`config.mk`:
```
export PLATFORM = sky130hd
export DESIGN_NAME = fifo_stream_reader
export DESIGN_NICKNAME = d
export VERILOG_FILES = /design/src/rtl/fifo_stream_reader_pkg.sv /design/src/rtl/stream_skid_buf.sv /design/src/rtl/fifo_stream_reader.sv
export SDC_FILE = /design/constraint.sdc
export NUM_CORES = 1
export LEC_CHECK = 0
export CAP_MARGIN = 40
export CORE_AREA = 2 2 100 102
export CTS_BUF_LIST = sky130_fd_sc_hd__clkbuf_2 sky130_fd_sc_hd__clkbuf_4 sky130_fd_sc_hd__clkbuf_8
export DETAILED_ROUTE_END_ITERATION = 8
export DIE_AREA = 0 0 102 104
export GPL_ROUTABILITY_DRIVEN = 0
export PLACE_DENSITY = 0.8
export SYNTH_ARGS = -nofsm -noshare
export SYNTH_HDL_FRONTEND = slang
export SYNTH_HIERARCHICAL = 1
export SYNTH_SLANG_ARGS = --single-unit
```
`constraint.sdc`:
```
create_clock -name clk -period 2.78 [get_ports clk]
set_clock_uncertainty 0.15 [all_clocks]
set_input_delay 0.278 -clock clk [delete_from_list [all_inputs] [get_ports clk]]
set_output_delay 0.278 -clock clk [all_outputs]
set_load 0.03 [all_outputs]
```
`src/rtl/fifo_stream_reader_pkg.sv`:
```
// Shared constants for the FIFO stream reader: skid depth, default batch length
// and the occupancy type used by the skid buffer.
package fifo_stream_reader_pkg;

  localparam int SKID_DEPTH        = 2;
  localparam int FRAME_LEN_DEFAULT = 2048;

  // Occupancy counts 0..SKID_DEPTH, so it needs one bit more than the pointers.
  typedef logic [1:0] occ_t;

endpackage

```
`src/rtl/stream_skid_buf.sv`:
```
// Two-entry skid buffer that absorbs words arriving one cycle after the FIFO read
// strobe. The head entry is presented directly as the stream output.
module stream_skid_buf
  import fifo_stream_reader_pkg::*;
#(
  parameter int WIDTH = 32
) (
  input  logic             clk,
  input  logic             rst_n,
  input  logic             wr_en,
  input  logic [WIDTH-1:0] wr_data,
  input  logic             rd_en,
  output logic             valid,
  output logic [WIDTH-1:0] data,
  output occ_t             occ
);

  logic [WIDTH-1:0] mem [SKID_DEPTH];
  logic             head;
  logic             tail;
  logic             do_pop;

  assign do_pop = rd_en & (occ != '0);
  assign valid  = (occ != '0);
  assign data   = mem[head];

  // A capture and a pop in the same cycle both take effect; occupancy nets out.
  always_ff @(posedge clk or negedge rst_n) begin
    if (!rst_n) begin
      for (int i = 0; i < SKID_DEPTH; i++) mem[i] <= '0;
      head <= 1'b0;
      tail <= 1'b0;
      occ  <= '0;
    end else begin
      if (wr_en) begin
        mem[tail] <= wr_data;
        tail      <= ~tail;
      end
      if (do_pop) head <= ~head;
      occ <= occ + occ_t'(wr_en) - occ_t'(do_pop);
    end
  end

  // The read-issue rule upstream must never let the buffer overflow.
  a_occ_bound : assert property (@(posedge clk) disable iff (!rst_n)
    (occ <= occ_t'(SKID_DEPTH)) && !(wr_en && !do_pop && (occ == occ_t'(SKID_DEPTH))));

endmodule

```
`src/rtl/fifo_stream_reader.sv`:
```
// Read-side master for the FIFO: issues reads, hides the one-cycle read latency
// with a skid buffer and marks batch boundaries on the valid/ready stream.
module fifo_stream_reader
  import fifo_stream_reader_pkg::*;
#(
  parameter int WIDTH     = 32,
  parameter int FRAME_LEN = FRAME_LEN_DEFAULT,
  parameter int CNT_W     = $clog2(FRAME_LEN) + 1
) (
  input  logic             clk,
  input  logic             rst_n,
  input  logic             enable,
  input  logic             fifo_empty,
  input  logic [WIDTH-1:0] fifo_data,
  output logic             fifo_read,
  output logic             m_valid,
  input  logic             m_ready,
  output logic [WIDTH-1:0] m_data,
  output logic             m_last,
  output logic [CNT_W-1:0] frame_cnt
);

  if (FRAME_LEN < 1) begin : g_frame_len_check
    $error("fifo_stream_reader: FRAME_LEN must be at least 1");
  end

  localparam logic [CNT_W-1:0] LAST_IDX = CNT_W'(FRAME_LEN - 1);

  logic             in_flight;
  logic             pop;
  occ_t             occ;
  logic [2:0]       pending;
  logic [CNT_W-1:0] word_cnt;

  assign pop     = m_valid & m_ready;
  assign pending = {1'b0, occ} + {2'b00, in_flight};

  // A read may go out when a slot is guaranteed free, counting the word already
  // in flight; a same-cycle pop frees one slot.
  assign fifo_read = rst_n & enable & ~fifo_empty
                   & ((pending < 3'(SKID_DEPTH)) | pop);

  always_ff @(posedge clk or negedge rst_n) begin
    if (!rst_n) in_flight <= 1'b0;
    else        in_flight <= fifo_read;
  end

  stream_skid_buf #(
    .WIDTH (WIDTH)
  ) u_skid (
    .clk     (clk),
    .rst_n   (rst_n),
    .wr_en   (in_flight),
    .wr_data (fifo_data),
    .rd_en   (pop),
    .valid   (m_valid),
    .data    (m_data),
    .occ     (occ)
  );

  assign m_last = m_valid & (word_cnt == LAST_IDX);

  // Words are counted only when accepted downstream; the last one closes a batch.
  always_ff @(posedge clk or negedge rst_n) begin
    if (!rst_n) begin
      word_cnt  <= '0;
      frame_cnt <= '0;
    end else if (pop) begin
      if (m_last) begin
        word_cnt  <= '0;
        frame_cnt <= frame_cnt + 1'b1;
      end else begin
        word_cnt <= word_cnt + 1'b1;
      end
    end
  end

endmodule

```
==> qor.txt <==
outcome = completed
Latency at later pin = 0.36 ns
Sw Share = 0.364
sequential-to-total area share from yosys stat = 0.553
Comb power frac = 0.481
Hold Crit Start = enable
simple share = 0.0785
met1 Track Usage GR = 0.216
ant diodes = 0
inverters = 4
max cap viols = 0
Finished Cell Area = 5390 µm²
Clk pwr share = 0.151
initial antenna violation count = 0
combinational gate count = 188
Tapcells = 133
Worst Setup EP = m_last
crit path buf inv count = 1
floorplan net count = 339
r2r endpoint = frame_cnt[1]
Cell Rows = 36
post-synth area from yosys stat = 4210 µm²
Critical Path RT = 2.35 ns
Initial DRT Pass Iterations = 4
Pint = 0.00384 W
endpoints failing hold = 0
Non-clk bufs = 91
WP depth = 4
slowest stage delay, CP = 0.66 ns
Critical R2R Launch = word_cnt[0]
Max-area cell share = 0.553
Top Layout Cells = 93 x dfrtp_1, 89 x mux2_2, 82 x clkdlybuf4s50_1, 18 x xnor2_1, 13 x nand2_1
Comb area share = 0.329
Unique cell types = 33
post-route insts no fill = 525
hold_ws = 0.326 ns
Layout area overhead = 28.0%
EDFF count, synth = 0
Syn. warnings = 6
Critical Path End Type = primary output
first-pass GRT wire length = 13500 µm
Comb. pwr = 0.00290 W
Die Wd = 102 µm
Arrival @ worst endpoint = 2.24 ns
Seq/total area = 0.432
Startpoint Class = flop
CLK BUF = 10
CTS root buf = clkbuf_8
met2 GRT Util = 0.259
Placement Cell Area = 5170 µm²
ys flops = 93
Post-synth top cells = 93 x dfrtp_1, 89 x mux2_2, 18 x xnor2_1
clock-cell share of area = 0.0374
Clock Sinks = 93
total negative slack = 0 ns
post-layout period usage of the worst path = 0.959
number of antenna-violating nets in the routed design = 0
number of flip-flops under the largest register name = 64
M1 WL = 3760 µm
GR peak layer = met2
slowest cell on the critical path = clkdlybuf4s50_1
Largest regs = u_skid/mem x64, frame_cnt x12, word_cnt x12
crit path max fanout = 7
AO/OA Area Share = 0.0187
met3 wire length = 349 µm
die area = 10600 µm²
Worst Max-Slew Pin Slew = 0.785 ns
Fillers = 800
r2r worst-path depth = 4
yosys cell count = 298
Setup CP Type = flop to primary output
Top cells by area = dfrtp_1 55%, mux2_2 24%, xnor2_1 3.7%
top power group = combinational cells
tool warnings = 26
I/O Pins = 84
commonest non-fill, non-tap cell in the layout = dfrtp_1
worst setup margin = 0.113 ns
CTS max path bufs = 2
hold depth = 3
Post-synth ARST share = 1.00
CTS tree = yes
share of cells above drive strength 1 = 0.329
Comb area = 1770 µm²
Worst VDD drop = 0.591 mV
Signal buf overhead = 0.168
Die Y = 104 µm
met3 global-route usage = 0.0343
Yosys top cell by instances = dfrtp_1
DRC errors left = 0
vias per cell = 5.03
pwr dens = 1120 nW/µm²
Top class by area = sequential cells
FF-to-FF setup slack = 0.66 ns
GRT overflow = 0
Sequential Power Share = 0.368
Synth area leader = dfrtp_1
Slew headroom = 0.476
Met2 Wirelength = 3850 µm
Worst setup startpoint = word_cnt[7]
xor+xnor area frac = 0.0437
Final min period = 2.67 ns
worst-path cell chain = nand4_4 -> nor4_1 -> and2_1 -> clkdlybuf4s50_1
Leak = 2.27 nW
IO Port Bufs = 83
dpl ws = 0.430 ns
clock-pin slew on the worst setup and hold paths = 0.09 ns
Seq power = 0.00222 W
RSZ-0062 raised after global routing = false
Max Fclk = 375 MHz
Top logic family = multiplexers
Nets = 428
Top Family by Delay on Critical Path = simple AND/OR/NAND/NOR gates
Synth Cell Area = 4210 µm²
Power Total = 0.00604 W
min-delay worst type = input pin to flop
# placed instances = 508
highest routed layer = met4
Psw = 0.00220 W
# H-tree levels = 3
Post-DP HPWL = 5540 µm
Final Setup Violations = 0
Syn Inst Count = 298
P_clk = 0.000914 W
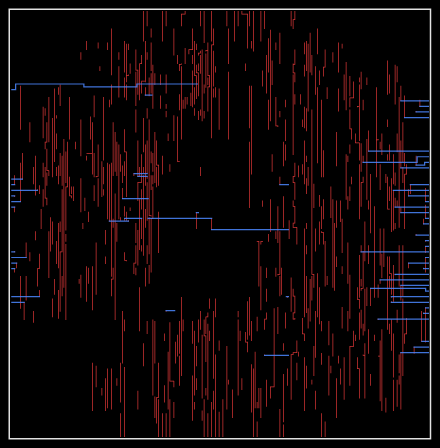
wires.png
Only two layers are drawn.
| layer | colour | wire length |
|---|---|---|
| metal 2 | red | 3850 µm |
| metal 3 | blue | 350 µm |
Routed WL per cell: 15.4 µm
global router's overall resource usage: 0.162

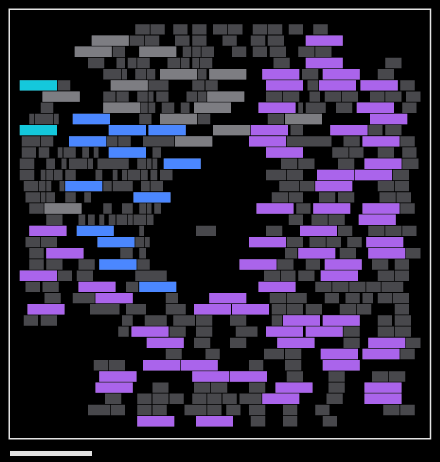
flops_by_reg.png
Bar = 20 µm. Other sequential cells in the stronger grey, the rest of the logic in the fainter grey.
| name in the netlist | colour | sequential cells |
|---|---|---|
| `u_skid/occ` | cyan | 2 |
| `u_skid/mem` | purple | 64 |
| `word_cnt` | blue | 12 |

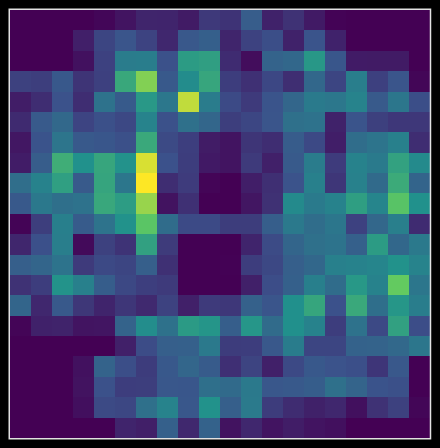
metal_density.png
20 x 21 tiles, from dark purple (low) to yellow (high), scaled to the fullest tile. Values are wire area over tile area, all layers added.
emptiest ninth of the die: lower left
mean over tiles: 0.12
densest ninth of the die: middle right
fullest tile: 0.48
nearly empty tiles: 15%
tiles over half the peak: 9.8%
total vias in the final route: 2641
final wirelength: 8090 µm

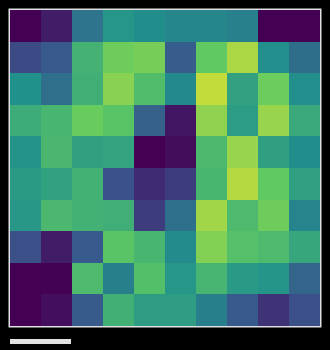
cell_density.png
Bar = 20 µm. 10 x 10 tiles, from dark purple (low) to yellow (high), 0 to 100% covered.
tiles over 75% full: 16%
mean over tiles: 49%
nearly empty tiles: 7.0%
Core ar.: 9550 µm²
pre-placement core utilization: 0.441
Core Util, Final: 0.564

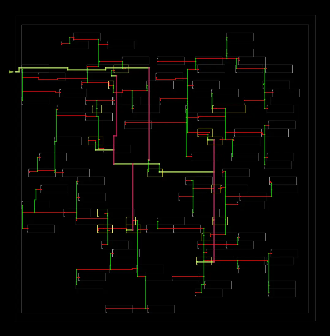
clocks.png
total CTS buffers: 9
Seq Cell Count: 93

Power and IR drop assume default switching activity.
